Figure 1. Signal wires on met1 (run 1).
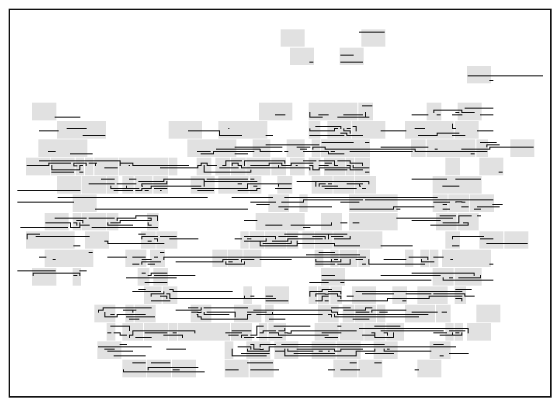
Figure 2. Track usage over the die (run 1).
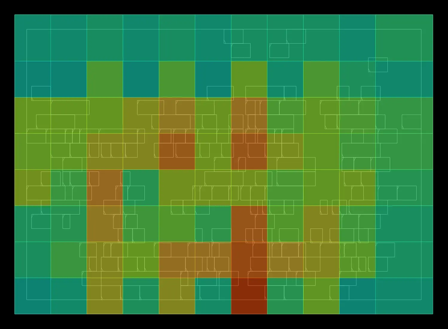
Figure 3. Metal 2 (run 1).
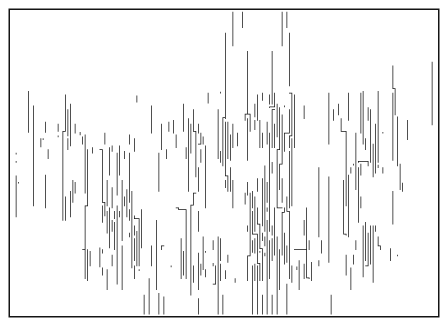
**src/rtl/bcd_decode_sequencer.sv**
```systemverilog
// Scan sequencer for a 4-to-10 BCD decoder with active-low one-hot check.
// Optional macro SEQ_BLANK_EN: blank bcd_out (4'hF) when returning to IDLE.
module bcd_decode_sequencer #(
    parameter int DWELL = 4
) (
    input  logic       clk,
    input  logic       rst_n,
    input  logic       start,
    input  logic [3:0] first,
    input  logic [3:0] last,
    input  logic       stop,
    output logic [3:0] bcd_out,
    input  logic [9:0] dec_n,
    output logic       busy,
    output logic       done,
    output logic       err,
    output logic [3:0] err_digit
);

    localparam int CW = $clog2(DWELL);
    localparam logic [CW-1:0] CNT_END = CW'(DWELL - 1);

    localparam logic [1:0] S_IDLE = 2'd0;
    localparam logic [1:0] S_RUN  = 2'd1;
    localparam logic [1:0] S_DONE = 2'd2;

    logic [1:0]    r_state;
    logic [3:0]    r_bcd;
    logic [3:0]    r_last;
    logic [CW-1:0] r_cnt;
    logic          r_err;
    logic [3:0]    r_err_digit;

    logic          w_dwell_end;
    logic [9:0]    w_exp_n;
    logic          w_mismatch;
    logic          w_bad_param;
    logic [3:0]    w_next_bcd;

    // Dwell-end detect, expected decoder pattern and next digit with 9->0 wrap
    always_comb begin
        w_dwell_end = (r_cnt == CNT_END);
        w_exp_n     = ~(10'b1 << r_bcd);
        w_mismatch  = (dec_n != w_exp_n);
        w_bad_param = (first > 4'd9) || (last > 4'd9);
        w_next_bcd  = (r_bcd == 4'd9) ? 4'd0 : r_bcd + 4'd1;
    end

    // Scan FSM with dwell counter, digit stepping and sticky error capture
    always_ff @(posedge clk) begin
        if (!rst_n) begin
            r_state     <= S_IDLE;
            r_bcd       <= 4'hF;
            r_last      <= 4'h0;
            r_cnt       <= '0;
            r_err       <= 1'b0;
            r_err_digit <= 4'h0;
        end else begin
            unique case (r_state)
                S_IDLE: begin
                    if (start) begin
                        r_last      <= last;
                        r_err       <= w_bad_param;
                        r_err_digit <= w_bad_param ? 4'hF : 4'h0;
                        if (w_bad_param) begin
                            r_state <= S_DONE;
                        end else begin
                            r_bcd   <= first;
                            r_cnt   <= '0;
                            r_state <= S_RUN;
                        end
                    end
                end
                S_RUN: begin
                    if (stop) begin
                        r_state <= S_DONE;
                    end else begin
                        r_cnt <= r_cnt + CW'(1);
                        if (w_dwell_end) begin
                            if (w_mismatch && !r_err) begin
                                r_err       <= 1'b1;
                                r_err_digit <= r_bcd;
                            end
                            if (r_bcd == r_last) begin
                                r_state <= S_DONE;
                            end else begin
                                r_bcd <= w_next_bcd;
                                r_cnt <= '0;
                            end
                        end
                    end
                end
                S_DONE: begin
                    r_state <= S_IDLE;
`ifdef SEQ_BLANK_EN
                    r_bcd   <= 4'hF;
`endif
                end
                default: begin
                    r_state <= S_IDLE;
                end
            endcase
        end
    end

    assign bcd_out   = r_bcd;
    assign busy      = (r_state == S_RUN);
    assign done      = (r_state == S_DONE);
    assign err       = r_err;
    assign err_digit = r_err_digit;

endmodule

```
**config.mk**
```make
export PLATFORM = sky130hd
export DESIGN_NAME = bcd_decode_sequencer
export DESIGN_NICKNAME = d
export VERILOG_FILES = /design/src/rtl/bcd_decode_sequencer.sv
export SDC_FILE = /design/constraint.sdc
export NUM_CORES = 1
export LEC_CHECK = 0
export CORE_ASPECT_RATIO = 0.7
export CORE_MARGIN = 2
export CORE_UTILIZATION = 30
export CTS_BUF_LIST = sky130_fd_sc_hd__clkbuf_8
export CTS_CLUSTER_SIZE = 8
export DETAILED_ROUTE_END_ITERATION = 6
export GPL_TIMING_DRIVEN = 1
export PLACE_DENSITY = 0.59
export SYNTH_ARGS = -nofsm -noshare
export SYNTH_HDL_FRONTEND = slang
export SYNTH_SLANG_ARGS = --single-unit
```
**constraint.sdc**
```tcl
create_clock -name clk -period 4.1 [get_ports clk]
set_clock_uncertainty 0.1 [all_clocks]
set_input_delay 0.615 -clock clk [delete_from_list [all_inputs] [get_ports clk]]
set_output_delay 0.615 -clock clk [all_outputs]
set_load 0.05 [all_outputs]
```
==> summary.rpt, run 1 <==
RUN METRICS
----------------------------------------------------
[Finish]
  Layout cells sized above 1 ........................ 0.0651
  Inverter count of the layout excluding clock inverters ........................ 2
  Non-clock buffer area fraction after layout ........................ 0.202
  Filler Cells Inserted ........................ just under 400
  Multi-input logic area ........................ 808 um2
  Top library cells by usage in the layout, fill and taps aside ........................ 32 x clkdlybuf4s50_1, 17 x dfxtp_1, 16 x nand2_1
  Fraction of area in clock buffers and inverters ........................ 0.0284
  Antenna Cells ........................ 0
  Non-clock buffer total of the final layout ........................ 32

[Synth]
  Cells in synth_stat.txt ........................ 143
  Share of synthesized cell area in and, or, nand and nor gates ........................ 0.271
  Top area contributor share ........................ 0.281
  Top cells by area ........................ dfxtp_1 28%, mux2i_1 7.4%, nor2b_1 5.7%, nand2_1 5.0%, ha_1 3.1%
  Post-synth seq share ........................ 0.281
  Adder Area Share ........................ 0.0310
  Number of synthesized flops with an enable pin ........................ 0
  Cell count after synthesis ........................ about 140
  Floorplan net count ........................ 168
  Yosys stat chip area ........................ 1210 um2
  Main flop type ........................ dfxtp_1
  Top cell types by occurrence after synthesis ........................ 17 x dfxtp_1, 16 x nand2_1, 11 x nor2b_1
  Dominant cell by count in the synthesized netlist ........................ dfxtp_1
  AND-OR/OR-AND Cells, Area Fraction ........................ 0.245
  Count of unique library cells instantiated by Yosys ........................ about 49
  Top non-seq family ........................ simple AND/OR/NAND/NOR gates

[Routing]
  Met2 Wirelength ........................ 1.44 mm
  WL met1 ........................ 1.58 mm
  Post-DRT Antenna Nets ........................ 0
  Length of the first detailed-routing pass in iterations ........................ 4

[Clock network]
  Quantity of hold-fixing buffers added after cts ........................ 0
  CTS H-tree lvls ........................ 1
  Maximum buffer depth of the clock tree ........................ 2
  Postcts setup bufs ........................ 0
  Number of buffers created by CTS ........................ 3
  Clock root buffer master ........................ clkbuf_8
  Later-pin clock latency in the skew report ........................ around 0.25 ns

[Global routing]
  Vias in the first global route ........................ 1129
  Largest net degree at the start of global routing ........................ 23
  Grt met1 use ........................ 0.216

[Floorplanning]
  Core Footprint ........................ 3900 um2
  Placement Rows ........................ 19
  Core Density at Floorplan ........................ 0.311
  Horizontal die size ........................ 80.0 um
  Die outline height ........................ about 57 um

[Worst setup path]
  Startpoint of the worst-slack reg-to-reg timing path ........................ bcd_out[2]$_SDFFE_PN1P_
  R2R Path End ........................ err$_SDFFE_PN0P_
  Data required time of the critical path ........................ 3.38 ns
  CP startpoint ........................ r_state[0]$_SDFFE_PN0P_
  Logic depth of the worst register-to-register path ........................ 8
  Ordered cell list for the critical path ........................ nand2b_2 > inv_1 > clkdlybuf4s50_1
  Worst Setup Path Type ........................ reg -> out
  Worst path arrival time ........................ between 2 and 2.5 ns
  Number of stages on the worst setup path ........................ 3
  Startpoint type of the worst setup path ........................ register
  Highest-delay cell along the critical path ........................ clkdlybuf4s50_1

[Pwr]
  Part of the total power dissipated in the clock network ........................ 0.243
  Seq pwr ........................ 207 uW
  Total leakage power ........................ 0.608 nW
  Clock group power ........................ 121 uW
  Proportion of power drawn by combinational gates ........................ 0.341
  Sum of internal, switching and leakage power ........................ 498 uW
  Largest voltage drop on the vdd net ........................ 0.211 mV
  Net Sw Power ........................ roughly 180 uW

[Hold path]
  End point of the worst hold path ........................ err_digit[3]$_SDFFE_PN0P_

[Placement]
  Post-Place Cells ........................ between 200 and 250
  Count of buffers from port buffering ........................ 32

[STA]
  Number of max-slew violations in the final report ........................ 0
  Setup repair after global routing missed its margin ........................ false
  Worst slew margin relative to its limit ........................ 0.499
  Pin slew with the least headroom to its limit ........................ 0.751 ns

[Run status]
  Result of the run ........................ finished clean

[Flow run]
  Count of warning messages emitted by the tools ........................ 27

----------------------------------------------------
Back to the opening pictures, Figure 1:
share of all routed wire: 49%
main direction: horizontal
nets with wire on the layer: 174
longest straight run: 29.9 um
wire length on this layer: 1580 um

Back to the opening pictures, Figure 2:
Final Util: 0.407
routed wire length per instance: 14.7 um
met2 global-route usage: 0.223

Back to the opening pictures, Figure 3:
nets with wire on the layer: 158
share of all routed wire: 44%
main direction: vertical
vias after detailed routing: 1181
routed wire length: 3.24 mm

Figure 4. Local utilization (run 1).
Bar = 20 um. 8 x 6 tiles, from dark blue (low) to red (high), 0 to 100% covered.
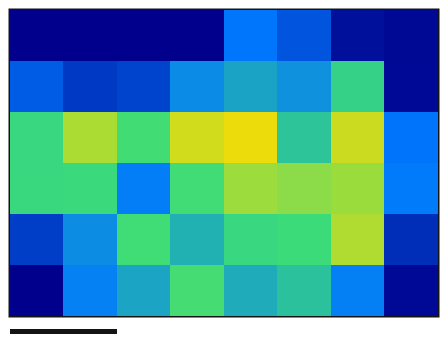

## Run 2: what changed since run 1
- PLACE_DENSITY: 0.59 -> 0.61
- clock period: 4.1 -> 2.35 ns (I/O delays scaled with it)
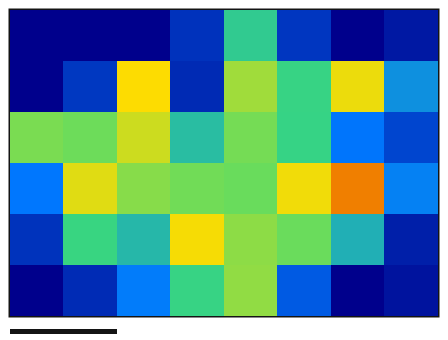
Figure 5: run 2, local utilization.
Bar = 20 um. 8 x 6 tiles, from dark blue (low) to red (high), 0 to 100% covered.
fullest tile: 86%
mean over tiles: 36%
tiles over 75% full: 2.1%

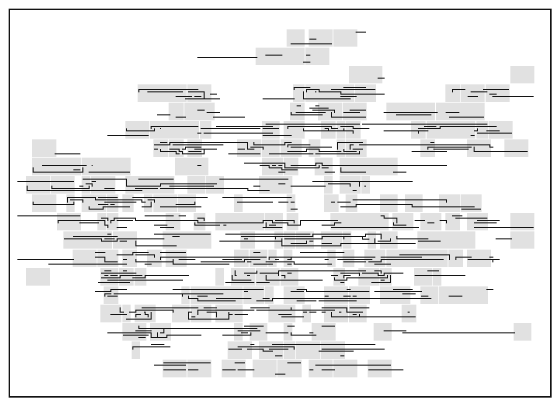
Figure 6: run 2, signal wires on met1.
nets with wire on the layer: 182
wire length on this layer: 1700 um
routed wire length: 3.33 mm
grt met1 use: 0.242

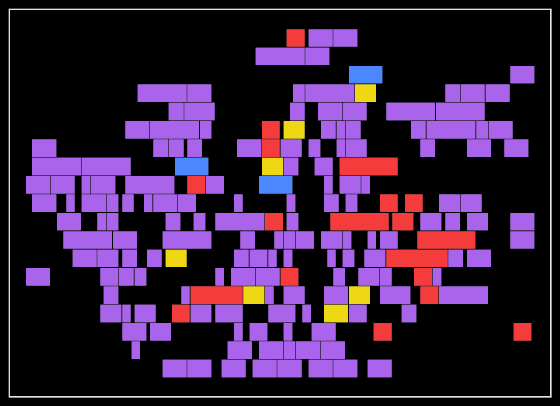
Figure 7: run 2, cell sizes after repair.
| color | size | cells |
|---|---|---|
| purple | x1 and smaller | 151 |
| blue | x6 and larger | 3 |
| yellow | x2 | 7 |
| red | x3 and x4 | 19 |
PnR worst setup slack: 0.150 ns
Design Area, Final: 1690 um2
non-clock buffer total of the final layout: 43
Synth-to-Final Area Change: 39.4%

==> run 2 against run 1 <==
First-iteration DRC count shrank 29%. Global-route usage grew 1.0 points. Core utilization grew 2.7 points. Cell area grew 6.5%. Via count grew 1.4%. Combinational power grew 110%. Largest power group is now combinational logic. Flip-flop count is the same. Hold slack lost 0.0027 ns. Sequential power grew about 60%.
==> summary.rpt, run 2 <==
RUN METRICS
----------------------------------------------------
[Run status]
  Result of the run ........................ finished clean

[Clock network]
  Number of buffers created by CTS ........................ 3
  CTS H-tree lvls ........................ 1
  Maximum buffer depth of the clock tree ........................ 2
  Quantity of hold-fixing buffers added after cts ........................ 0
  Number of clock sinks ........................ 17
  Postcts setup bufs ........................ 0
  Clock root buffer master ........................ clkbuf_8
  Later-pin clock latency in the skew report ........................ between 0.2 and 0.3 ns

[Pwr]
  Sum of internal, switching and leakage power ........................ 910 uW
  Seq pwr ........................ between 300 and 400 uW
  Total leakage power ........................ about 0.66 nW
  Part of the total power dissipated in the clock network ........................ 0.246
  Largest power group ........................ combinational logic
  Clock group power ........................ 224 uW
  Proportion of power drawn by combinational gates ........................ 0.390
  Net Sw Power ........................ between 300 and 400 uW

[Worst setup path]
  Worst Setup Path Type ........................ reg -> reg
  Data required time of the critical path ........................ 2.41 ns
  CP startpoint ........................ bcd_out[1]$_SDFFE_PN1P_
  R2R Path End ........................ err$_SDFFE_PN0P_
  Worst path arrival time ........................ 2.26 ns
  Ordered cell list for the critical path ........................ and2_4 > ha_4 > and3b_1 > a2111o_1 > a221o_1 > nor4_4 > o21ai_2 > a21o_1
  Logic depth of the worst register-to-register path ........................ 8
  Startpoint type of the worst setup path ........................ register
  Highest-delay cell along the critical path ........................ dfxtp_4

[Finish]
  Antenna Cells ........................ 0
  Final Util ........................ 0.434
  Most frequent logic cell in the layout ........................ clkdlybuf4s50_1
  Fraction of area in clock buffers and inverters ........................ 0.0266
  Non-clock buffer area fraction after layout ........................ 0.235
  Filler Cells Inserted ........................ just under 400
  Inverter count of the layout excluding clock inverters ........................ 2
  Top library cells by usage in the layout, fill and taps aside ........................ 30 x clkdlybuf4s50_1, 16 x nand2_1, 14 x dfxtp_1
  Multi-input logic area ........................ 823 um2
  Layout cells sized above 1 ........................ 0.161

[Placement]
  Post-Place Cells ........................ 228
  Count of buffers from port buffering ........................ 32

[Routing]
  Vias after detailed routing ........................ 1198
  Routed wire length per instance ........................ 14.3 um
  WL met1 ........................ 1.70 mm
  Post-DRT Antenna Nets ........................ 0
  Routed met3 length ........................ 190 um
  Met2 Wirelength ........................ 1.41 mm
  Length of the first detailed-routing pass in iterations ........................ 4

[Synth]
  Main flop type ........................ dfxtp_1
  Floorplan net count ........................ 168
  Count of unique library cells instantiated by Yosys ........................ 49
  Top area contributor share ........................ 0.281
  Post-synth seq share ........................ 0.281
  Largest area contributor in the synthesized netlist ........................ dfxtp_1
  Top cells by area ........................ dfxtp_1 28%, mux2i_1 7.4%, nor2b_1 5.7%, nand2_1 5.0%, ha_1 3.1%
  Adder Area Share ........................ 0.0310
  Yosys stat chip area ........................ around 1200 um2
  Top cell types by occurrence after synthesis ........................ 17 x dfxtp_1, 16 x nand2_1, 11 x nor2b_1
  Number of synthesized flops with an enable pin ........................ 0
  Top non-seq family ........................ simple AND/OR/NAND/NOR gates
  Dominant cell by count in the synthesized netlist ........................ dfxtp_1
  Share of synthesized cell area in and, or, nand and nor gates ........................ 0.271
  Cell count after synthesis ........................ 143

[Floorplanning]
  Core Density at Floorplan ........................ 0.311
  Die outline height ........................ around 57 um
  Core Footprint ........................ 3900 um2
  Placement Rows ........................ 19
  Horizontal die size ........................ about 80 um

[STA]
  Number of max-slew violations in the final report ........................ 0
  Worst slew margin relative to its limit ........................ 0.650
  Setup repair after global routing missed its margin ........................ false
  Pin slew with the least headroom to its limit ........................ 0.524 ns
  Min cycle time layout ........................ 2.20 ns

[Global routing]
  Met2 global-route usage ........................ 0.218
  Vias in the first global route ........................ 1110
  Largest net degree at the start of global routing ........................ 20
  Antenna violations before repair ........................ 0

[Hold path]
  End point of the worst hold path ........................ err_digit[0]$_SDFFE_PN0P_

----------------------------------------------------
Figure 8. Metal 2 (run 2).
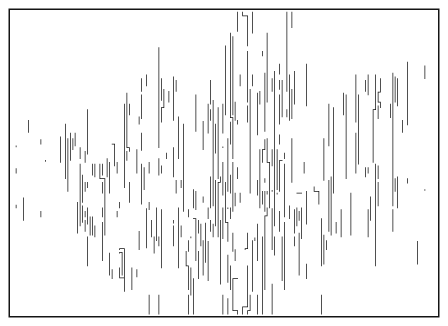

## Run 3: what changed since run 2
- CORE_ASPECT_RATIO: 0.7 -> 0.5
- SETUP_SLACK_MARGIN: not set -> 0.15
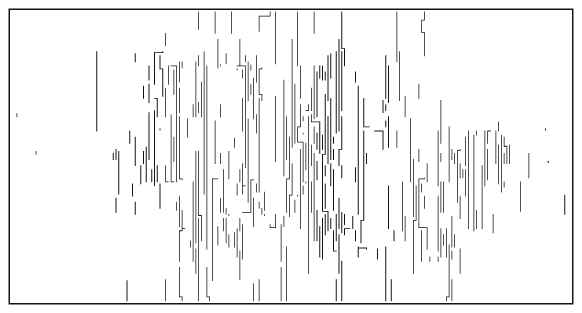
Figure 9: run 3, metal 2.
share of all routed wire: 47%
nets with wire on the layer: 174
main direction: vertical
longest straight run: 30.6 um

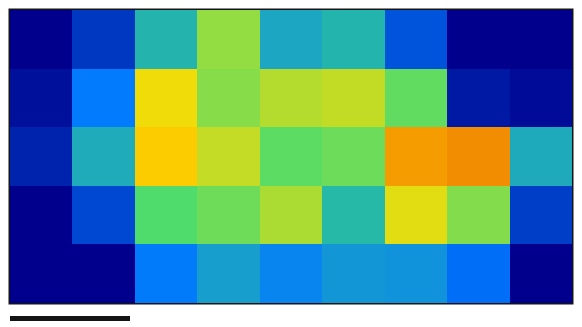
Figure 10: run 3, local utilization.
Bar = 20 um. 9 x 5 tiles, from dark blue (low) to red (high), 0 to 100% covered.
densest ninth of the die: center
nearly empty tiles: 16%
tiles over 75% full: 6.7%
fullest tile: 84%
emptiest ninth of the die: north-east
mean over tiles: 36%
Core Footprint: 3880 um2
Final Util: 0.442

==> run 3 against run 2 <==
Combinational power about the same. Via count grew 2.5%. Hold slack barely moved. Core utilization is 0.88 points higher. First-iteration DRC count down 5.6%. Critical path depth did not move. Routed wire length decreased by 4.7%. Area after synthesis is the same. Critical endpoint unchanged. Highest routed layer is now met3.
==> summary.rpt, run 3 <==
RUN METRICS
----------------------------------------------------
[Global routing]
  Total gr overflow ........................ 0
  Antenna violations before repair ........................ 0
  Met2 global-route usage ........................ 0.232
  Routing layer with the top usage in global route ........................ met2
  Vias in the first global route ........................ 1097
  Largest net degree at the start of global routing ........................ 20

[Pwr]
  Largest power group ........................ combinational logic
  Net Sw Power ........................ 321 uW
  Sum of internal, switching and leakage power ........................ approximately 910 uW
  Design internal power ........................ 587 uW
  Seq pwr ........................ 335 uW
  Sequential cell fraction of total power ........................ 0.368
  Clock group power ........................ between 200 and 250 uW
  Logic power comb ........................ 356 uW
  Largest voltage drop on the vdd net ........................ ~0.24 mV
  Proportion of power drawn by combinational gates ........................ 0.392
  Total power divided by cell area ........................ around 530 nW/um2
  Total leakage power ........................ 0.680 nW
  Part of the total power dissipated in the clock network ........................ 0.240

[Routing]
  Post-DRT Antenna Nets ........................ 0
  Vias after detailed routing ........................ around 1200
  DRC ........................ 0
  Routed wire length ........................ 3.17 mm
  WL met1 ........................ 1.58 mm
  Via count normalized by instance count ........................ about 5.2
  Routed met3 length ........................ 113 um
  Length of the first detailed-routing pass in iterations ........................ 4
  Met2 Wirelength ........................ 1.48 mm
  Starting DRC count in detailed routing ........................ 85

[Worst setup path]
  Number of stages on the worst setup path ........................ 8
  Worst Setup Path Type ........................ reg -> reg
  Startpoint type of the worst setup path ........................ register
  R2R Path End ........................ err$_SDFFE_PN0P_
  Highest-delay cell along the critical path ........................ dfxtp_4
  Worst path bufs/invs ........................ 0
  Logic depth of the worst register-to-register path ........................ 8
  Category of cells accounting for the largest share of critical-path delay ........................ AND-OR/OR-AND gates
  Worst path arrival time ........................ 2.19 ns
  Delay of the slowest critical-path stage ........................ ~0.35 ns
  Ordered cell list for the critical path ........................ and2_4 > ha_4 > and3b_1 > a2111o_1 > a221o_1 > nor4_4 > o21ai_4 > a21o_1
  Data required time of the critical path ........................ 2.40 ns
  Category of the worst setup path capture point ........................ register
  CP startpoint ........................ bcd_out[1]$_SDFFE_PN1P_
  Critical-path maximum fanout ........................ 5
  Startpoint of the worst-slack reg-to-reg timing path ........................ bcd_out[1]$_SDFFE_PN1P_
  Reg2Reg Setup Slack ........................ 0.21 ns

[Synth]
  Top non-seq family ........................ simple AND/OR/NAND/NOR gates
  Cell count after synthesis ........................ 143
  Yosys stat chip area ........................ 1210 um2
  XOR/XNOR Area Share ........................ 0.0361
  Top area contributor share ........................ 0.281
  Share of synthesized cell area in and, or, nand and nor gates ........................ 0.271
  Count of unique library cells instantiated by Yosys ........................ 49
  Floorplan net count ........................ 168
  Adder Area Share ........................ 0.0310
  Largest area contributor in the synthesized netlist ........................ dfxtp_1
  AND-OR/OR-AND Cells, Area Fraction ........................ 0.245
  Number of synthesized flops with an enable pin ........................ 0
  Mean instance size in the synthesized netlist ........................ 8.48 um2
  Top cells by area ........................ dfxtp_1 28%, mux2i_1 7.4%, nor2b_1 5.7%, nand2_1 5.0%, ha_1 3.1%
  Post-synth seq share ........................ 0.281
  Count of synthesis-stage warnings from yosys ........................ 0
  Dominant cell by count in the synthesized netlist ........................ dfxtp_1
  Top cell types by occurrence after synthesis ........................ 17 x dfxtp_1, 16 x nand2_1, 11 x nor2b_1
  Cells in synth_stat.txt ........................ between 100 and 150
  Main flop type ........................ dfxtp_1

[Finish]
  Design Area, Final ........................ ~1700 um2
  Inverter count of the layout excluding clock inverters ........................ 2
  Top library cells by usage in the layout, fill and taps aside ........................ 29 x clkdlybuf4s50_1, 16 x nand2_1, 15 x buf_4
  Dominant kind of cell ........................ multi-input combinational cells
  Fraction of area in clock buffers and inverters ........................ 0.0262
  Combinational share of cell area ........................ 0.484
  Tally of clock buffers in the finished layout ........................ 3
  Synth-to-Final Area Change ........................ 41.7%
  Sequential cell area in the final layout ........................ 352 um2
  Most frequent logic cell in the layout ........................ clkdlybuf4s50_1
  Non-clock buffer area fraction after layout ........................ 0.242
  Antenna Cells ........................ 0
  Sequential fraction of total cell area ........................ 0.205
  Non-clock buffer total of the final layout ........................ 45
  Filler-free cell count of the finished design ........................ 236
  Multi-input logic area ........................ around 830 um2
  Layout cells sized above 1 ........................ 0.176
  Filler Cells Inserted ........................ 400
  Total number of nets in the final design ........................ roughly 210
  Number of sequential cells in the layout ........................ 17

[Clock network]
  Cts repair resizes ........................ 1
  Maximum buffer depth of the clock tree ........................ 2
  Postcts setup bufs ........................ 0
  Quantity of hold-fixing buffers added after cts ........................ 0
  Later-pin clock latency in the skew report ........................ between 0.2 and 0.3 ns
  CTS H-tree lvls ........................ 1
  Clock root buffer master ........................ clkbuf_8
  Number of buffers created by CTS ........................ 3
  Clock transition at path regs ........................ 0.07 ns
  Number of clock sinks ........................ 17

[Floorplanning]
  Placement Rows ........................ 16
  Core Density at Floorplan ........................ 0.312
  Die outline height ........................ roughly 49 um
  Horizontal die size ........................ 93.9 um

[Flow run]
  Number of max-cap violations ........................ 0
  Count of warning messages emitted by the tools ........................ 29

[STA]
  Final-layout worst hold slack ........................ 0.365 ns
  Number of max-slew violations in the final report ........................ 0
  Setup violations, final ........................ 0
  Maximum operating frequency ........................ 468 MHz
  Min cycle time layout ........................ ~2.1 ns
  Final hold vios ........................ 0
  PnR worst setup slack ........................ approximately 0.21 ns
  Pin slew with the least headroom to its limit ........................ 0.501 ns
  Worst slew margin relative to its limit ........................ 0.665
  Setup repair after global routing missed its margin ........................ true

[Hold path]
  Worst min-delay path class ........................ reg -> reg
  End point of the worst hold path ........................ err_digit[1]$_SDFFE_PN0P_

[Placement]
  Post-Place Cells ........................ 231
  Instance area at placement ........................ 1660 um2
  Final HPWL DP ........................ 2.41 mm
  Count of buffers from port buffering ........................ 32
  RePlAce Congestion ........................ roughly 0.82

[Run status]
  Result of the run ........................ finished clean

----------------------------------------------------
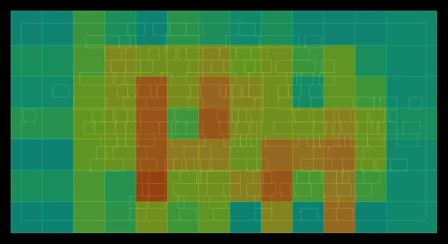
Figure 11: run 3, track usage over the die.
routed wire length per instance: 13.4 um
global routing usage on met3: 0.0355
total track usage: 0.148
grt met1 use: 0.208

Power and IR drop assume default switching activity.
